### config.mk
export PLATFORM = sky130hd
export DESIGN_NAME = joypad_controller
export DESIGN_NICKNAME = d
export VERILOG_FILES = /design/src/rtl/joypad_controller.sv
export SDC_FILE = /design/constraint.sdc
export NUM_CORES = 1
export LEC_CHECK = 0
export ABC_AREA = 1
export CAP_MARGIN = 20
export CORE_UTILIZATION = 50
export DETAILED_ROUTE_END_ITERATION = 8
export GPL_ROUTABILITY_DRIVEN = 0
export PLACE_DENSITY = 0.74
export REMOVE_ABC_BUFFERS = 1
export SLEW_MARGIN = 20
export SYNTH_ARGS = -nofsm -noshare
export SYNTH_HDL_FRONTEND = slang
export SYNTH_SLANG_ARGS = --single-unit
### constraint.sdc
create_clock -name clk -period 2.6 [get_ports clk]
set_clock_uncertainty 0.2 [all_clocks]
set_input_delay 0.52 -clock clk [delete_from_list [all_inputs] [get_ports clk]]
set_output_delay 0.52 -clock clk [all_outputs]
set_load 0.05 [all_outputs]
### src/rtl/joypad_controller.sv
// Game Boy joypad front end: maps five board buttons onto the eight GB keys
// and implements the JOYP register with its high-to-low interrupt.
//
// state | meaning
// ------+-------------------------------------------------------------
// IDLE  | center released, d-pad passes straight through
// WAIT  | center pressed, timing whether it is a tap or a hold
// TAP   | center was tapped, A held high for TAP_CYCLES clocks
// SHIFT | center held long, directions become Start/Select/B/A
module joypad_controller #(
    parameter int HOLD_CYCLES = 50000000,
    parameter int TAP_CYCLES  = 1000000
) (
    input  logic       clk,
    input  logic       reset,
    input  logic [7:0] buttonState,
    input  logic       joyp_wr,
    input  logic [7:0] joyp_wdata,
    output logic [7:0] joyp_rdata,
    output logic       irq_joypad,
    output logic [7:0] keys
);

    typedef enum logic [1:0] {IDLE, WAIT, TAP, SHIFT} state_t;

    localparam int MAX_CYCLES = (HOLD_CYCLES > TAP_CYCLES) ? HOLD_CYCLES : TAP_CYCLES;
    localparam int CNT_W      = $clog2(MAX_CYCLES + 1);
    localparam logic [CNT_W-1:0] HOLD_LAST = CNT_W'(HOLD_CYCLES - 1);
    localparam logic [CNT_W-1:0] TAP_LAST  = CNT_W'(TAP_CYCLES - 1);
    localparam logic [CNT_W-1:0] CNT_ONE   = CNT_W'(1);

    state_t           state, state_nxt;
    logic [CNT_W-1:0] counter, cnt_nxt;
    logic [1:0]       sel;
    logic [3:0]       nib, prev;
    logic             center;
    logic [3:0]       dpad;
    logic             unused_inputs;

    assign center        = buttonState[0];
    assign dpad          = buttonState[4:1];
    assign unused_inputs = ^{buttonState[7:5], joyp_wdata[7:6], joyp_wdata[3:0]};

    // dpad order: [0]up [1]down [2]right [3]left
    function automatic logic [7:0] map_keys(input state_t st, input logic [3:0] d);
        logic [7:0] k;
        k = 8'h00;
        if (st == SHIFT) begin
            k[4] = d[2];
            k[5] = d[3];
            k[6] = d[1];
            k[7] = d[0];
        end else begin
            k[0] = d[2];
            k[1] = d[3];
            k[2] = d[0];
            k[3] = d[1];
            k[4] = (st == TAP);
        end
        return k;
    endfunction

    always_comb begin
        state_nxt = state;
        cnt_nxt   = counter;
        case (state)
            IDLE: begin
                if (center) begin
                    state_nxt = WAIT;
                    cnt_nxt   = CNT_ONE;
                end
            end
            WAIT: begin
                // release wins over reaching the hold threshold
                if (!center) begin
                    state_nxt = TAP;
                    cnt_nxt   = '0;
                end else if (counter == HOLD_LAST) begin
                    state_nxt = SHIFT;
                    cnt_nxt   = '0;
                end else begin
                    cnt_nxt = counter + CNT_ONE;
                end
            end
            TAP: begin
                if (counter == TAP_LAST) begin
                    state_nxt = IDLE;
                    cnt_nxt   = '0;
                end else begin
                    cnt_nxt = counter + CNT_ONE;
                end
            end
            SHIFT: begin
                if (!center) state_nxt = IDLE;
            end
            default: begin
                state_nxt = IDLE;
                cnt_nxt   = '0;
            end
        endcase
    end

    always_ff @(posedge clk or posedge reset) begin
        if (reset) begin
            state   <= IDLE;
            counter <= '0;
            keys    <= 8'h00;
        end else begin
            state   <= state_nxt;
            counter <= cnt_nxt;
            keys    <= map_keys(state_nxt, dpad);
        end
    end

    // A deselected group contributes nothing; selected groups are wired-OR
    assign nib        = (sel[0] ? 4'h0 : keys[3:0]) | (sel[1] ? 4'h0 : keys[7:4]);
    assign joyp_rdata = {2'b11, sel, ~nib};

    always_ff @(posedge clk or posedge reset) begin
        if (reset) begin
            sel        <= 2'b11;
            prev       <= 4'hF;
            irq_joypad <= 1'b0;
        end else begin
            if (joyp_wr) sel <= joyp_wdata[5:4];
            prev       <= ~nib;
            irq_joypad <= |(prev & nib);
        end
    end

endmodule

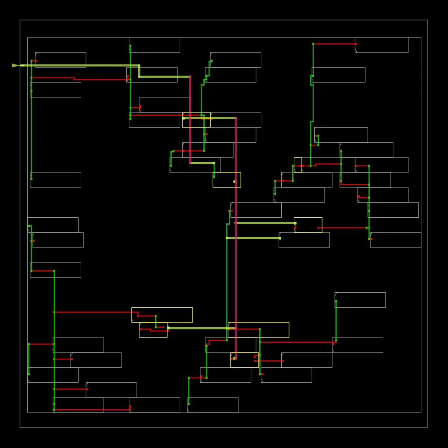
Figure 1: run 1, clock nets.
power in the clock group: 611 µW
Worst-Skew Late Latency: 0.29 ns
Num CTS Buffers: 5
Clock Buffer Count: 6
clk sinks: 43

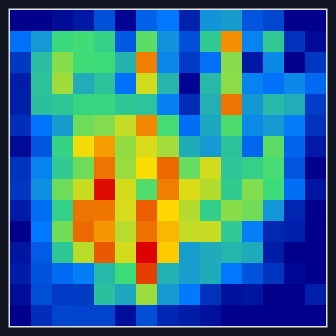
Figure 2: run 1, signal metal coverage by tile.
The die is cut into 15 by 15 equal tiles; dark blue is low, red is high, scaled to the fullest tile. Values are wire area over tile area, all layers added.
densest ninth of the die = center
nearly empty tiles = 10%
fullest tile = 0.48
mean over tiles = 0.17
emptiest ninth of the die = lower right

==> summary.txt, run 1 <==
Yosys Instances -> 333
AND-OR/OR-AND share of the synthesized area -> 9.06%
Non-Filler Instances -> 433
Placement Cell Area -> 2910 µm²
grt ovf -> 0
Total Wirelength -> 5830 µm
Die Area -> 5460 µm²
combinational power -> 133 µW
Basic Gates by Area -> 31.9%
Switching Share -> 22.6%
CP delay by family, top -> buffers and inverters
Hold Path Class -> reg2reg
Largest register FFs -> 26
comb area leader -> simple AND/OR/NAND/NOR gates
logic area -> 1260 µm²
cells after synthesis -> 333
Achievable Freq -> 418 MHz
number of global-route vias before repair -> 2083
Clock Path Buffers -> 2
RSZ-0062 raised after global routing -> no
largest cell class by area -> multi-input combinational cells
Core Util, Final -> 62.8%
combinational share of power -> 9.2%
fraction of layout cells with a size suffix above 1 -> 13.7%
sw power -> 325 µW
max_slew headroom -> 52.5%
antenna violations before repair -> 0
hold depth -> 2
top-area cell type share of the netlist area -> 35.9%
Flop pwr share -> 48.3%
Fin Hold WS -> 0.350 ns
mux share -> 0%
Core ar. -> 4850 µm²
Comb area share -> 41.4%
YS chip area -> 2580 µm²
Clk pwr share -> 42.5%
wl on met1 -> 2730 µm
crit-path max FO -> 4
Log Warnings -> 37
count leader, synth -> nand2_1
mi-comb count -> 230
1st-pass router iterations -> 4
Synth Flop Type -> dfrtp_1
Leak -> 1.35 nW
Final Max Tran Viols -> 0
met3 WL -> 235 µm
P_int -> 1.11 mW
met1 usage -> 32.6%
Seq/Total Area, Yosys -> 42.0%
final worst path period need -> 2.39 ns
Mapped Area -> 2580 µm²
per-cell routed wire length -> 13.5 µm
remaining antenna violation count after routing -> 0
Setup crit end -> joyp_rdata[5]
design area -> 3050 µm²
drt drc -> 0
DR top layer -> met4
Total Nets Final -> 389
TritonCTS clock tree -> yes
Levels on crit path -> 1
setup slack, reg-to-reg -> 0.23 ns
most common logic cell in the routed design -> nand2_1
Worst VDD drop -> 0.291 mV
flop count -> 43
met2 wire length -> 2770 µm
# IOs -> 36
Clk pin slew, worst setup/hold paths -> 0.08 ns
Post-CTS Resized -> 0
status -> completed
synthesized area per cell -> 7.76 µm²
Synth Register Bits -> 43
Placed Cells -> 425
cell area power density -> 472 nW/µm²
met2 usage -> 38.0%
FP Util -> 53.3%
actual slew at the worst max-slew pin -> 0.708 ns
# diodes -> 0
Detailed Place HPWL -> 4580 µm
met3 usage -> 4.12%
ys async rst share -> 100%
top cells by count -> nand2_1 (69), inv_1 (52), dfrtp_1 (37), nor2_1 (37), nand3_1 (20)
Reg2Reg Depth -> 11
max cap viols -> 0
Reg2Reg Launch Point -> counter[0]
root buffer cell -> clkbuf_8
Worst Setup End Kind -> output pin
Vias/cell -> 5.18
adder share -> 2.42%
Top cells excl fill/tap -> nand2_1 (69), inv_1 (51), nor2_1 (37), dfrtp_1 (37)
Worst Setup SP -> sel[1]
slowest stage delay, CP -> 0.81 ns
final worst setup slack -> 0.206 ns
flip-flop and latch area -> 1080 µm²
HP Start -> prev[3]
synth unique cells -> 33
worst slack at placement -> 0.212 ns
DIE WIDTH -> 73.9 µm
H-tree depth -> 2
setup bufs post-CTS -> 0
slowest stage cell, crit path -> clkdlybuf4s50_1
fillers -> 433
crit path cell chain -> clkdlybuf4s50_1
Die H -> 73.9 µm
critical path required time -> 1.88 ns
hold_buf cts -> 0
Post-synth EDFFs -> 0
register share of the cell area -> 35.6%
Top pwr grp -> registers
Fin. Hold Viols -> 0
GR peak layer -> met2
Setup Crit Path Kind -> reg2out
Worst Path Buf+Inv -> 1
Final clock-cell share -> 4.35%
Final non-clock buffer share -> 9.20%
tap cells -> 67
Site Rows -> 25
xor-xnor portion of the synthesized cell area -> 5.09%
Non-CTS buffers -> 30
number of DRC markers in iteration 0 -> 70
Vias -> 2244
area leader, netlist -> dfrtp_1
hold worst-path end -> irq_joypad
Total Routing Usage GR -> 23.8%
Largest regs -> counter (26), keys (8), prev (4)
final setup vio count -> 0
setup TNS -> 0 ns
Critical Path AT -> 1.67 ns
P_seq -> 695 µW
global-route wire length before repair -> 9680 µm
top cells by area -> dfrtp_1 (36%), nand2_1 (10%), inv_1 (7.6%)
synth warn -> 0
reg-to-reg endpoint -> counter[10]
total power -> 1.44 mW
inverters -> 55
Startpoint Class -> flop
Buffers on Ports -> 24
area added between synthesis and finish -> 18.0%
part of the cycle the worst path needs -> 92.1%
pin count of the biggest net entering global routing -> 22
Top reg by flops -> counter
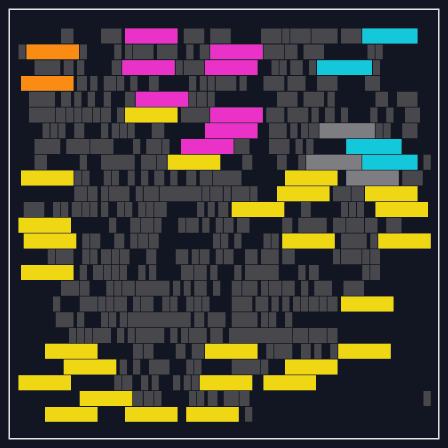
Figure 3: run 1, sequential cells colored by netlist name.
Other sequential cells in the stronger gray, the rest of the logic in the fainter gray.
orange -> state  # sequential cells 2
yellow -> counter  # sequential cells 26
magenta -> keys  # sequential cells 8, where top center
cyan -> prev  # sequential cells 4, where upper right

==> run 2: changes to the inputs <==
- GPL_ROUTABILITY_DRIVEN: 0 -> not set
- SKIP_LAST_GASP: not set -> 1
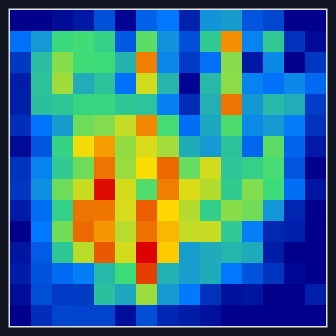
Figure 4: run 2, signal metal coverage by tile.
The die is cut into 15 by 15 equal tiles; dark blue is low, red is high, scaled to the fullest tile. Values are wire area over tile area, all layers added.
fullest tile = 0.48
densest ninth of the die = center
nearly empty tiles = 10%

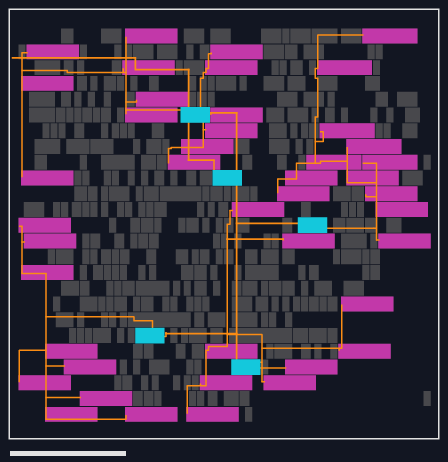
Figure 5: run 2, routed clock nets over the placement.
Bar = 20 µm.
cyan -> clock-net drivers  # count 5
magenta -> flip-flops  # count 43
orange -> clock wires  # length 520 µm
routed clock nets = 6
flops lie = spread over the die

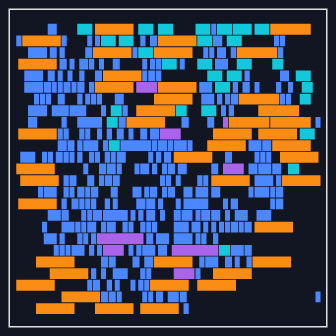
Figure 6: run 2, cells colored by class.
orange -> sequential cells  # cells 43, share of their area 37%
blue -> remaining logic cells  # cells 285, share of their area 49%
cyan -> remaining buffers and delay cells  # cells 30, share of their area 9.5%
purple -> clock drivers and dummy loads  # cells 8, share of their area 4.5%

==> run 2 against run 1 <==
Area after synthesis unchanged. Flip-flop count unchanged. Power unchanged. Register-to-register slack about the same. Synthesized cell count unchanged. Critical path type unchanged. Sequential share of layout area stayed put. Count of clock-buffer cells in the layout unchanged. Via count unchanged.
==> summary.txt, run 2 <==
status -> completed
fraction of layout cells with a size suffix above 1 -> 13.7%
Vias/cell -> 5.18
Setup Crit Path Kind -> reg2out
Reg2Reg Launch Point -> counter[0]
top-area cell type share of the netlist area -> 35.9%
RSZ-0062 raised after global routing -> no
Worst VDD drop -> 0.291 mV
Clk pin slew, worst setup/hold paths -> 0.08 ns
Top cells excl fill/tap -> nand2_1 (69), inv_1 (51), nor2_1 (37), dfrtp_1 (37)
1st-pass router iterations -> 4
hold_buf cts -> 0
top cells by count -> nand2_1 (69), inv_1 (52), dfrtp_1 (37), nor2_1 (37), nand3_1 (20)
total power -> 1.44 mW
Reg2Reg Depth -> 11
wl on met1 -> 2730 µm
Yosys Instances -> 333
inverters -> 55
Mapped Area -> 2580 µm²
Core Util, Final -> 62.8%
xor-xnor portion of the synthesized cell area -> 5.09%
flop count -> 43
Non-CTS buffers -> 30
HP Start -> prev[3]
area leader, netlist -> dfrtp_1
part of the cycle the worst path needs -> 92.1%
Worst Setup SP -> sel[1]
drt drc -> 0
Core ar. -> 4850 µm²
Num CTS Buffers -> 5
worst slack at placement -> 0.212 ns
tap cells -> 67
Worst Path Buf+Inv -> 1
Leak -> 1.35 nW
reg-to-reg endpoint -> counter[10]
count leader, synth -> nand2_1
Hold Path Class -> reg2reg
number of global-route vias before repair -> 2083
sw power -> 325 µW
met2 wire length -> 2770 µm
clk sinks -> 43
synth unique cells -> 33
flip-flop and latch area -> 1080 µm²
remaining antenna violation count after routing -> 0
Clock Path Buffers -> 2
Comb area share -> 41.4%
antenna violations before repair -> 0
final worst path period need -> 2.39 ns
Site Rows -> 25
Total Wirelength -> 5830 µm
Final clock-cell share -> 4.35%
FP Util -> 53.3%
crit path cell chain -> clkdlybuf4s50_1
hold worst-path end -> irq_joypad
Levels on crit path -> 1
Flop pwr share -> 48.3%
top cells by area -> dfrtp_1 (36%), nand2_1 (10%), inv_1 (7.6%)
logic area -> 1260 µm²
GR peak layer -> met2
max_slew headroom -> 52.5%
Largest regs -> counter (26), keys (8), prev (4)
area added between synthesis and finish -> 18.0%
DIE WIDTH -> 73.9 µm
Die Area -> 5460 µm²
met3 usage -> 4.12%
root buffer cell -> clkbuf_8
ys async rst share -> 100%
cells after synthesis -> 333
Die H -> 73.9 µm
comb area leader -> simple AND/OR/NAND/NOR gates
Final Max Tran Viols -> 0
# diodes -> 0
setup TNS -> 0 ns
Switching Share -> 22.6%
hold depth -> 2
fillers -> 433
max cap viols -> 0
TritonCTS clock tree -> yes
Final non-clock buffer share -> 9.20%
final worst setup slack -> 0.206 ns
Non-Filler Instances -> 433
Figure 7. Sequential cells colored by netlist name (run 2).
Other sequential cells in the stronger gray, the rest of the logic in the fainter gray.
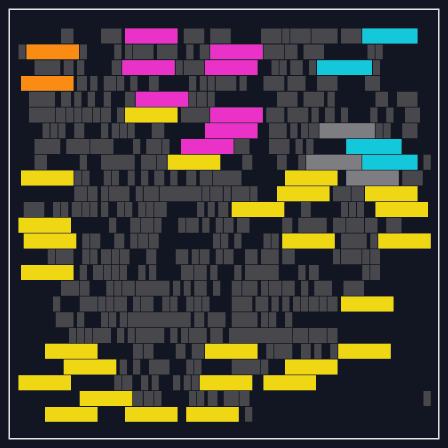

==> run 3: changes to the inputs <==
- CAP_MARGIN: 20 -> 5
- REMOVE_ABC_BUFFERS: 1 -> not set
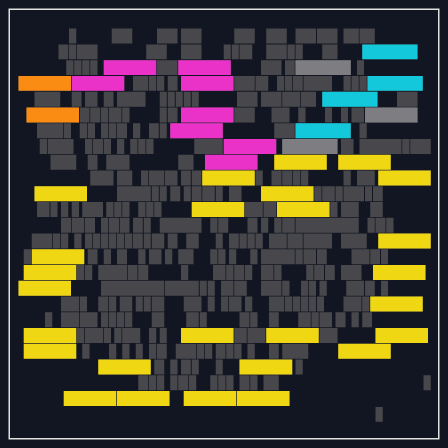
Figure 8: run 3, sequential cells colored by netlist name.
Other sequential cells in the stronger gray, the rest of the logic in the fainter gray.
magenta -> keys  # sequential cells 8, where top center
yellow -> counter  # sequential cells 26
orange -> state  # sequential cells 2
cyan -> prev  # sequential cells 4, where upper right
not colored = 3

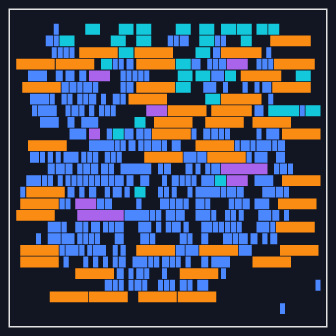
Figure 9: run 3, cells colored by class.
orange -> sequential cells  # cells 43, share of their area 36%
blue -> remaining logic cells  # cells 285, share of their area 49%
cyan -> remaining buffers and delay cells  # cells 30, share of their area 9.7%
purple -> clock drivers and dummy loads  # cells 8, share of their area 4.6%

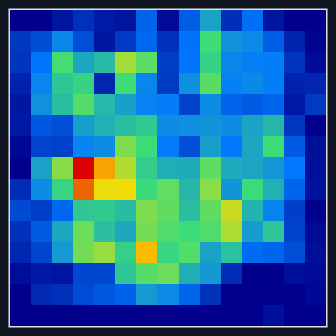
Figure 10: run 3, signal metal coverage by tile.
The die is cut into 15 by 15 equal tiles; dark blue is low, red is high, scaled to the fullest tile. Values are wire area over tile area, all layers added.
emptiest ninth of the die = lower right
mean over tiles = 0.16
tiles over half the peak = 15%
densest ninth of the die = center
fullest tile = 0.62
nearly empty tiles = 14%

==> run 3 against run 2 <==
Count of clock-buffer cells in the layout fell by 1. Design area rose by 0.37%. Die size unchanged. Hold slack lost 0.042 ns. Highest routed layer unchanged.
==> summary.txt, run 3 <==
Placed Cells -> 425
Worst VDD drop -> 0.512 mV
YS chip area -> 2580 µm²
Worst-Skew Late Latency -> 0.30 ns
Worst Path Buf+Inv -> 1
adder share -> 2.42%
hold_buf cts -> 0
cell area power density -> 473 nW/µm²
Detailed Place HPWL -> 4360 µm
CP delay by family, top -> buffers and inverters
met1 usage -> 33.8%
status -> completed
Post-CTS Resized -> 0
Switching Share -> 23.0%
worst slack at placement -> 0.259 ns
Mapped Area -> 2580 µm²
tap cells -> 67
Top reg by flops -> counter
number of global-route vias before repair -> 2024
FP Util -> 53.3%
met2 wire length -> 2490 µm
combinational power -> 134 µW
Buffers on Ports -> 24
Largest register FFs -> 26
comb area leader -> simple AND/OR/NAND/NOR gates
top cells by count -> nand2_1 (69), inv_1 (52), dfrtp_1 (37), nor2_1 (37), nand3_1 (20)
Total Nets Final -> 389
design area -> 3060 µm²
max cap viols -> 0
synthesized area per cell -> 7.76 µm²
P_int -> 1.11 mW
logic area -> 1260 µm²
GR peak layer -> met2
power in the clock group -> 618 µW
Core ar. -> 4850 µm²
root buffer cell -> clkbuf_8
Levels on crit path -> 1
part of the cycle the worst path needs -> 92.5%
Placement Cell Area -> 2920 µm²
met3 usage -> 4.53%
Final Max Tran Viols -> 0
Basic Gates by Area -> 31.9%
Setup crit end -> joyp_rdata[4]
mi-comb count -> 230
met2 usage -> 34.1%
met3 WL -> 327 µm
Fin Hold WS -> 0.308 ns
DR top layer -> met4
top-area cell type share of the netlist area -> 35.9%
final worst setup slack -> 0.196 ns
antenna violations before repair -> 0
Vias -> 2228
clk sinks -> 43
Top pwr grp -> registers
# IOs -> 36
Synth Flop Type -> dfrtp_1
area added between synthesis and finish -> 18.4%
xor-xnor portion of the synthesized cell area -> 5.09%
Reg2Reg Launch Point -> counter[0]
Critical Path AT -> 1.68 ns
Flop pwr share -> 48.0%
total power -> 1.45 mW
Total Wirelength -> 5580 µm
AND-OR/OR-AND share of the synthesized area -> 9.06%
most common logic cell in the routed design -> nand2_1
H-tree depth -> 2
combinational share of power -> 9.3%
slowest stage delay, CP -> 0.81 ns
Final clock-cell share -> 4.46%
Clk pin slew, worst setup/hold paths -> 0.08 ns
number of DRC markers in iteration 0 -> 146
slowest stage cell, crit path -> clkdlybuf4s50_1
per-cell routed wire length -> 12.9 µm
Power and IR drop assume default switching activity.
